## src/rtl/uart_cpu_regs_pkg.sv

```systemverilog
// Shared constants for the UART CPU register block: register map, bit positions,
// character-width codes and TX sequencer states.
package uart_cpu_regs_pkg;

    // Word addresses of the four registers
    localparam int ADDR_STAT = 0;
    localparam int ADDR_CTRL = 1;
    localparam int ADDR_TX   = 2;
    localparam int ADDR_RX   = 3;

    // CTRL register bit positions
    localparam int CTRL_TX_EN       = 0;
    localparam int CTRL_TX_START    = 1;
    localparam int CTRL_TX_WIDTH_LO = 5;
    localparam int CTRL_RX_EN       = 16;
    localparam int CTRL_RX_WIDTH_LO = 21;

    // STAT register bit positions
    localparam int STAT_TX_DONE   = 0;
    localparam int STAT_TX_BUSY   = 1;
    localparam int STAT_RX_VALID  = 2;
    localparam int STAT_OVERRUN   = 3;
    localparam int STAT_FRAME_ERR = 4;
    localparam int STAT_TX_COLL   = 5;

    // Character width encoding shared by TX and RX
    typedef enum logic [1:0] {
        WIDTH_5 = 2'b00,
        WIDTH_6 = 2'b01,
        WIDTH_7 = 2'b10,
        WIDTH_8 = 2'b11
    } width_e;

    // TX sequencer states
    typedef enum logic [1:0] {
        TX_IDLE  = 2'b00,
        TX_START = 2'b01,
        TX_BUSY  = 2'b10
    } tx_state_e;

    // Mask keeping only the data bits that a given character width transmits
    function automatic logic [7:0] width_mask(input width_e w);
        logic [7:0] m;
        case (w)
            WIDTH_5: m = 8'h1F;
            WIDTH_6: m = 8'h3F;
            WIDTH_7: m = 8'h7F;
            default: m = 8'hFF;
        endcase
        return m;
    endfunction

endpackage

```

## src/rtl/uart_cpu_regs_rx_holding.sv

```systemverilog
// RX holding register: captures bytes from the RX engine and keeps the
// valid / overrun / frame-error flags seen by the CPU through STAT.
module uart_rx_holding (
    input  logic       clk_i,
    input  logic       rst_ni,
    input  logic       rx_en_i,
    input  logic [7:0] rx_data_i,
    input  logic       rx_valid_i,
    input  logic       rx_frame_err_i,
    input  logic       rd_rx_i,
    input  logic       clr_overrun_i,
    input  logic       clr_frame_err_i,
    output logic [7:0] rx_byte_o,
    output logic       rx_valid_o,
    output logic       overrun_o,
    output logic       frame_err_o
);

    logic capture;

    assign capture = rx_valid_i && rx_en_i;

    // Latch the incoming byte whenever the receiver is enabled and delivers one
    always_ff @(posedge clk_i or negedge rst_ni) begin
        if (!rst_ni) begin
            rx_byte_o <= '0;
        end else if (capture) begin
            rx_byte_o <= rx_data_i;
        end
    end

    // A fresh byte marks data valid; a CPU read of RX clears it unless a new byte lands in the same cycle
    always_ff @(posedge clk_i or negedge rst_ni) begin
        if (!rst_ni) begin
            rx_valid_o <= 1'b0;
        end else if (capture) begin
            rx_valid_o <= 1'b1;
        end else if (rd_rx_i) begin
            rx_valid_o <= 1'b0;
        end
    end

    // Overrun flags an unread byte being overwritten; a read in the same cycle counts as consumed
    always_ff @(posedge clk_i or negedge rst_ni) begin
        if (!rst_ni) begin
            overrun_o <= 1'b0;
        end else if (capture && rx_valid_o && !rd_rx_i) begin
            overrun_o <= 1'b1;
        end else if (clr_overrun_i) begin
            overrun_o <= 1'b0;
        end
    end

    // Sticky frame error from a bad stop bit; the set event beats a simultaneous clear
    always_ff @(posedge clk_i or negedge rst_ni) begin
        if (!rst_ni) begin
            frame_err_o <= 1'b0;
        end else if (capture && rx_frame_err_i) begin
            frame_err_o <= 1'b1;
        end else if (clr_frame_err_i) begin
            frame_err_o <= 1'b0;
        end
    end

endmodule

```

## src/rtl/uart_cpu_regs.sv

```systemverilog
// CPU-side register file for the UART: decodes bus cycles into STAT/CTRL/TX/RX,
// sequences the TX start pulse and busy flag, and hosts the RX holding register.
module uart_cpu_regs
    import uart_cpu_regs_pkg::*;
#(
    parameter int CPU_ADDR_WIDTH = 2,
    parameter int CPU_DATA_WIDTH = 32
) (
    input  logic                      clk_i,
    input  logic                      rst_ni,
    input  logic                      wr_en_cpu_i,
    input  logic                      rd_en_cpu_i,
    input  logic [CPU_ADDR_WIDTH-1:0] cpu_addr_i,
    input  logic [CPU_DATA_WIDTH-1:0] cpu_wr_data_i,
    output logic [CPU_DATA_WIDTH-1:0] cpu_rd_data_o,
    output logic                      tx_en_o,
    output logic [1:0]                tx_width_o,
    output logic [7:0]                tx_data_o,
    output logic                      tx_start_o,
    input  logic                      tx_done_i,
    output logic                      rx_en_o,
    output logic [1:0]                rx_width_o,
    input  logic [7:0]                rx_data_i,
    input  logic                      rx_valid_i,
    input  logic                      rx_frame_err_i
);

    logic sel_stat, sel_ctrl, sel_tx, sel_rx;
    logic wr_stat, wr_ctrl, wr_tx, rd_rx;
    logic [7:0] tx_hold_q;
    logic tx_done_q, tx_coll_q, tx_busy;
    logic start_req, busy_eff, start_ok, collision, en_off;
    tx_state_e state_q, state_d;
    logic [7:0] rx_byte;
    logic rx_valid, overrun, frame_err;
    logic [CPU_DATA_WIDTH-1:0] stat_word, ctrl_word, rd_mux;
    logic unused_wr_bits;

    assign sel_stat = (cpu_addr_i == CPU_ADDR_WIDTH'(ADDR_STAT));
    assign sel_ctrl = (cpu_addr_i == CPU_ADDR_WIDTH'(ADDR_CTRL));
    assign sel_tx   = (cpu_addr_i == CPU_ADDR_WIDTH'(ADDR_TX));
    assign sel_rx   = (cpu_addr_i == CPU_ADDR_WIDTH'(ADDR_RX));

    assign wr_stat = wr_en_cpu_i && sel_stat;
    assign wr_ctrl = wr_en_cpu_i && sel_ctrl;
    assign wr_tx   = wr_en_cpu_i && sel_tx;
    assign rd_rx   = rd_en_cpu_i && sel_rx;

    // A done pulse in the same cycle frees the transmitter, so a back-to-back start is accepted
    assign start_req = wr_ctrl && cpu_wr_data_i[CTRL_TX_START] && cpu_wr_data_i[CTRL_TX_EN];
    assign busy_eff  = tx_busy && !tx_done_i;
    assign start_ok  = start_req && !busy_eff;
    assign collision = start_req && busy_eff;
    assign en_off    = wr_ctrl && !cpu_wr_data_i[CTRL_TX_EN];

    assign unused_wr_bits = ^{cpu_wr_data_i[15:8], cpu_wr_data_i[20:17],
                              cpu_wr_data_i[CPU_DATA_WIDTH-1:23]};

    // CTRL fields: enables and widths for both directions
    always_ff @(posedge clk_i or negedge rst_ni) begin
        if (!rst_ni) begin
            tx_en_o    <= 1'b0;
            tx_width_o <= 2'b00;
            rx_en_o    <= 1'b0;
            rx_width_o <= 2'b00;
        end else if (wr_ctrl) begin
            tx_en_o    <= cpu_wr_data_i[CTRL_TX_EN];
            tx_width_o <= cpu_wr_data_i[CTRL_TX_WIDTH_LO +: 2];
            rx_en_o    <= cpu_wr_data_i[CTRL_RX_EN];
            rx_width_o <= cpu_wr_data_i[CTRL_RX_WIDTH_LO +: 2];
        end
    end

    // TX holding byte, kept unmasked so software reads back what it wrote
    always_ff @(posedge clk_i or negedge rst_ni) begin
        if (!rst_ni) begin
            tx_hold_q <= '0;
        end else if (wr_tx) begin
            tx_hold_q <= cpu_wr_data_i[7:0];
        end
    end

    assign tx_data_o = tx_hold_q & width_mask(width_e'(tx_width_o));

    // TX sequencer state register
    always_ff @(posedge clk_i or negedge rst_ni) begin
        if (!rst_ni) begin
            state_q <= TX_IDLE;
        end else begin
            state_q <= state_d;
        end
    end

    // TX sequencer next state: disabling TX aborts from anywhere, a valid start re-enters START
    always_comb begin
        state_d = state_q;
        if (en_off) begin
            state_d = TX_IDLE;
        end else if (start_ok) begin
            state_d = TX_START;
        end else begin
            case (state_q)
                TX_START: state_d = tx_done_i ? TX_IDLE : TX_BUSY;
                TX_BUSY:  state_d = tx_done_i ? TX_IDLE : TX_BUSY;
                default:  state_d = TX_IDLE;
            endcase
        end
    end

    // TX sequencer outputs: the start pulse lasts exactly the START state, busy covers START and BUSY
    always_comb begin
        tx_start_o = 1'b0;
        tx_busy    = 1'b0;
        case (state_q)
            TX_START: begin
                tx_start_o = 1'b1;
                tx_busy    = 1'b1;
            end
            TX_BUSY:  tx_busy = 1'b1;
            default:  ;
        endcase
    end

    // Sticky TX status flags; hardware set events take priority over write-one-to-clear
    always_ff @(posedge clk_i or negedge rst_ni) begin
        if (!rst_ni) begin
            tx_done_q <= 1'b0;
            tx_coll_q <= 1'b0;
        end else begin
            if (tx_done_i) begin
                tx_done_q <= 1'b1;
            end else if (wr_stat && cpu_wr_data_i[STAT_TX_DONE]) begin
                tx_done_q <= 1'b0;
            end
            if (collision) begin
                tx_coll_q <= 1'b1;
            end else if (wr_stat && cpu_wr_data_i[STAT_TX_COLL]) begin
                tx_coll_q <= 1'b0;
            end
        end
    end

    uart_rx_holding u_rx_holding (
        .clk_i          (clk_i),
        .rst_ni         (rst_ni),
        .rx_en_i        (rx_en_o),
        .rx_data_i      (rx_data_i),
        .rx_valid_i     (rx_valid_i),
        .rx_frame_err_i (rx_frame_err_i),
        .rd_rx_i        (rd_rx),
        .clr_overrun_i  (wr_stat && cpu_wr_data_i[STAT_OVERRUN]),
        .clr_frame_err_i(wr_stat && cpu_wr_data_i[STAT_FRAME_ERR]),
        .rx_byte_o      (rx_byte),
        .rx_valid_o     (rx_valid),
        .overrun_o      (overrun),
        .frame_err_o    (frame_err)
    );

    // Assemble STAT and CTRL views and select the addressed register
    always_comb begin
        stat_word                 = '0;
        stat_word[STAT_TX_DONE]   = tx_done_q;
        stat_word[STAT_TX_BUSY]   = tx_busy;
        stat_word[STAT_RX_VALID]  = rx_valid;
        stat_word[STAT_OVERRUN]   = overrun;
        stat_word[STAT_FRAME_ERR] = frame_err;
        stat_word[STAT_TX_COLL]   = tx_coll_q;

        ctrl_word                                = '0;
        ctrl_word[CTRL_TX_EN]                    = tx_en_o;
        ctrl_word[CTRL_TX_WIDTH_LO +: 2]         = tx_width_o;
        ctrl_word[CTRL_RX_EN]                    = rx_en_o;
        ctrl_word[CTRL_RX_WIDTH_LO +: 2]         = rx_width_o;

        rd_mux = '0;
        if (sel_stat) begin
            rd_mux = stat_word;
        end else if (sel_ctrl) begin
            rd_mux = ctrl_word;
        end else if (sel_tx) begin
            rd_mux[7:0] = tx_hold_q;
        end else if (sel_rx) begin
            rd_mux[7:0] = rx_byte;
        end
    end

    // Registered read data, held until the next read strobe; reflects pre-write state
    always_ff @(posedge clk_i or negedge rst_ni) begin
        if (!rst_ni) begin
            cpu_rd_data_o <= '0;
        end else if (rd_en_cpu_i) begin
            cpu_rd_data_o <= rd_mux;
        end
    end

endmodule
```

## config.mk

```make
export PLATFORM = sky130hd
export DESIGN_NAME = uart_cpu_regs
export DESIGN_NICKNAME = d
export VERILOG_FILES = /design/src/rtl/uart_cpu_regs_pkg.sv /design/src/rtl/uart_cpu_regs_rx_holding.sv /design/src/rtl/uart_cpu_regs.sv
export SDC_FILE = /design/constraint.sdc
export NUM_CORES = 1
export LEC_CHECK = 0
export CORE_ASPECT_RATIO = 1.2
export CORE_MARGIN = 8
export CORE_UTILIZATION = 44
export CTS_CLUSTER_DIAMETER = 50
export CTS_CLUSTER_SIZE = 16
export DETAILED_ROUTE_END_ITERATION = 8
export HOLD_SLACK_MARGIN = 0.12
export PLACE_DENSITY = 0.93
export SYNTH_ARGS = -nofsm -noshare
export SYNTH_HDL_FRONTEND = slang
export SYNTH_SLANG_ARGS = --single-unit
export TNS_END_PERCENT = 5
```

## constraint.sdc

```tcl
create_clock -name clk_i -period 3.45 [get_ports clk_i]
set_input_delay 0.69 -clock clk_i [delete_from_list [all_inputs] [get_ports clk_i]]
set_output_delay 0.69 -clock clk_i [all_outputs]
set_load 0.02 [all_outputs]
```

metal_density.png
Scale bar: 20 um. The die is cut into 15 by 18 equal tiles; dark purple is low, yellow is high, scaled to the fullest tile. Values are wire area over tile area, all layers added.
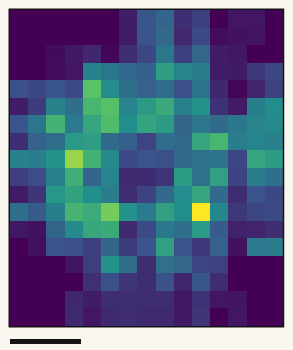
The emptiest ninth of the die: south-west. The mean over all tiles is 0.10. 18% of the tiles are nearly empty. 14% of the tiles are over half the peak. The fullest tile reaches 0.40.

==> run notes <==
The layout was made with Yosys and OpenROAD.

The flow ran to the end, and the final reports show no timing, DRC or antenna violations. The number of tap cells added at floorplan is 58. The first detailed-routing pass took 4 iterations. The end of the worst register-to-register path is u_rx_holding.rx_byte_o[5]. The number of placed instances, taps included, is 268. The first routing iteration left 66 violations. Per the OpenROAD floorplan log, the area of the core is 4460 um^2. The number of buffers other than clock buffers in the final layout is 54. The final number of setup-violating endpoints is 0. Before placement the cells fill 44.6% of the core.

The layout overhead on the synthesized area is 26.5%. The area taken by multi-input combinational cells is reported as 800 um^2. On the final layout, the worst clock skew is 3.24 ps. The worst hold path terminates at u_rx_holding.frame_err_o. The pre-CTS setup check shows a worst slack of 868 ps.

In the post-route analysis, the smallest setup slack over all paths is 1200 ps. The register area is 1000 um^2. Registers represent a cell area share of 39.8%. STA classifies the critical path endpoint as a register.

Counting every sink on the clock net gives 40. For this block, the via count after detailed routing is 1314. After detailed placement, the total cell area comes to 2420 um^2.

After layout the signal buffers, clock cells excluded, come to 21.2% of cell area. The total of fill cells in the finished design is 401. The worst ir drop on vdd is 0.326 mV. The final report gives the standard cell area, fillers excluded, as 2510 um^2. The floorplan has 27 rows. Registers are responsible for 46.4% of the overall power.

Measured on the finished design, the core utilization comes to 56.4%. The number of warnings in the stage logs is 47. The final cycle utilization of the critical path is 65.2%. The horizontal die size is 77.4 um.

The number of distinct library cells after synthesis is 33. The synthesized design contains 0 enable-type register cells. The chip occupies 6930 um^2. The global routing usage summed across all routing layers is 13.1%. Data on the critical path arrives at its endpoint at 2370 ps. Across all register-to-register paths, the minimum setup slack is 2100 ps. RePlAce ended its routability-driven mode at a weighted congestion of 0.738. The share of total power in combinational logic is 29.9%.

The cell class ranked first by area is registers. The worst flop-to-flop path startpoint is rx_en_o. The post-route antenna net violation count is 0. The final layout report lists a clock buffer count of 8. Recorded from the global router log, the overflow total was 0. The global-route wire length before repair is 7.01 mm. In this run the power spent charging and discharging nets is 0.391 mW.

For reference, the post-synthesis area per instance comes to 11.9 um^2. Per the synthesis report, the AND-OR/OR-AND share of the synthesized area is 7.49%. The via count of the first global-routing pass is 1469. The smallest clock period supported by the final layout is computed as 2250 ps. The post-synthesis sequential area ratio is 50.3%. In the final layout, the share of cells above drive strength 1 is 18.3%. Endpoints failing hold in the final report were tallied at 0. The biggest area consumer among synthesized cells is sky130_fd_sc_hd__dfrtp_1. The number of buffer cells added on primary ports is 53.

The buffer type at the clock tree root is sky130_fd_sc_hd__clkbuf_8. The source-to-sink clock delay at the later pin of the worst-skew pair is 280 ps. The count of nets after finishing is 267. For this run, the leading register cell type out of synthesis is sky130_fd_sc_hd__dfrtp_1. The adder-cell share of the synthesized area is 0.629%. The count of max-cap constraint violations is 0. TritonRoute output was used to compute an average wire per cell of 15.9 um.

The proportion of cell area spent on the clock network is 3.58%. The transition time at the pin with the least slew margin is 888 ps. The final layout contains a sequential cell count of 40. The routed design shows a via density per instance of 4.76. Entering global routing, the biggest net connects 41 pins.

The number of buffers added by the clock tree synthesis step is 5.
io_fan.png
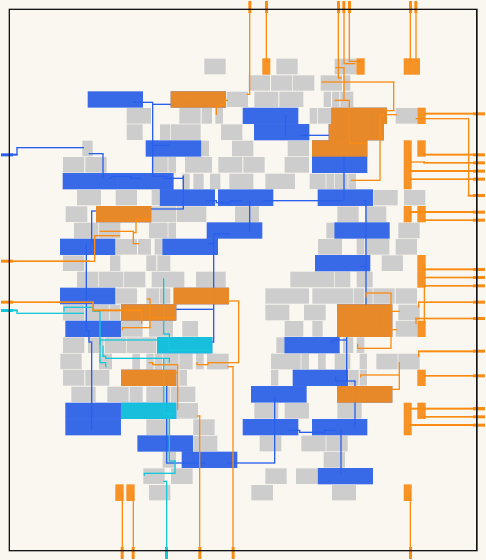
rst_ni: in blue, bits 1, direction input, edge west, end cells 40, buffers 1, wire 300 um. tx_width_o: in cyan, bits 2, direction output, edge 1 west, 1 south, end cells 2, buffers 2, wire 114 um. cpu_rd_data_o: in orange, bits 32, direction output, edge 18 east, 7 north, 5 south, 2 west, end cells 32, buffers 11, wire 544 um.

==> Yosys cell counts (all sizes together) (3+ instances only) <==
cell type / instances
nor2: 8
o22ai: 4
dfrtp: 40
nand3b: 3
mux2: 29
nor2b: 3
buf: 31
nand2: 13
a21oi: 7
a22oi: 3
inv: 5
mux2i: 3
==> registers in the layout, summed over array words and instances (netlist names), 2 cells and up <==
name / cells
cpu_rd_data_o: 11
tx_hold_q: 8
u_rx_holding.rx_byte_o: 8
rx_width_o: 2
state_q: 2
tx_width_o: 2
==> power by group through the flow <==
stage | Sequential [mW] | Clock, mW | Combinational [mW]
2_1_floorplan | 0.648 | 0 | 0.223
6_report | 0.612 | 0.313 | 0.394
3_5_place_dp | 0.621 | 0 | 0.399
4_1_cts | 0.612 | 0.325 | 0.400
5_1_grt | 0.624 | 0.350 | 0.427
3_3_place_gp | 0.616 | 0 | 0.391
==> cell usage in the layout (no fill, tap or decap), types with 2 or more instances in the layout <==
| cell | netlist | routed |
|---|---|---|
| sky130_fd_sc_hd__clkdlybuf4s50_1 | 0 | 52 |
| sky130_fd_sc_hd__dfrtp_1 | 40 | 40 |
| sky130_fd_sc_hd__mux2_2 | 28 | 28 |
| sky130_fd_sc_hd__conb_1 | 1 | 21 |
| sky130_fd_sc_hd__nand2_1 | 13 | 13 |
| sky130_fd_sc_hd__nor2_1 | 8 | 8 |
| sky130_fd_sc_hd__a21oi_1 | 7 | 7 |
| sky130_fd_sc_hd__clkbuf_8 | 0 | 6 |
| sky130_fd_sc_hd__inv_1 | 5 | 5 |
| sky130_fd_sc_hd__o22ai_1 | 4 | 4 |
| sky130_fd_sc_hd__mux2i_1 | 3 | 3 |
| sky130_fd_sc_hd__nor2b_1 | 3 | 3 |
| sky130_fd_sc_hd__a22oi_1 | 3 | 3 |
| sky130_fd_sc_hd__nand3b_4 | 2 | 2 |
| sky130_fd_sc_hd__nor3_1 | 2 | 2 |
| sky130_fd_sc_hd__o21a_1 | 2 | 2 |
| sky130_fd_sc_hd__clkbuf_1 | 0 | 2 |
==> per-layer routing <==
layer	track usage, %	part of all wire [%]	wire length (um)
met5	0	0	0
met4	5.15	0.87	38
met1	13.6	40	1740
met2	22.1	50	2200
met3	6.97	9.2	404
==> worst max-delay path by stage <==
stage	depth (start not counted)	from	end	slack (ps)
2_1_floorplan	5	cpu_addr_i[0]	u_rx_holding.frame_err_o	1910
3_3_place_gp	5	cpu_addr_i[0]	cpu_rd_data_o[6]	900
3_5_place_dp	5	cpu_addr_i[0]	cpu_rd_data_o[6]	870
4_1_cts	5	cpu_addr_i[0]	cpu_rd_data_o[6]	1170
5_1_grt	5	cpu_addr_i[0]	cpu_rd_data_o[6]	1110
6_report	5	cpu_addr_i[0]	cpu_rd_data_o[6]	1200
==> worst max-delay path, stage by stage <==
cell	delay (ps)
sky130_fd_sc_hd__clkdlybuf4s50_1	900
sky130_fd_sc_hd__buf_4	290
sky130_fd_sc_hd__mux2_2	340
sky130_fd_sc_hd__nand2_1	60
sky130_fd_sc_hd__a31oi_1	100
No activity file was given, so power comes from the tool's default toggle rates.
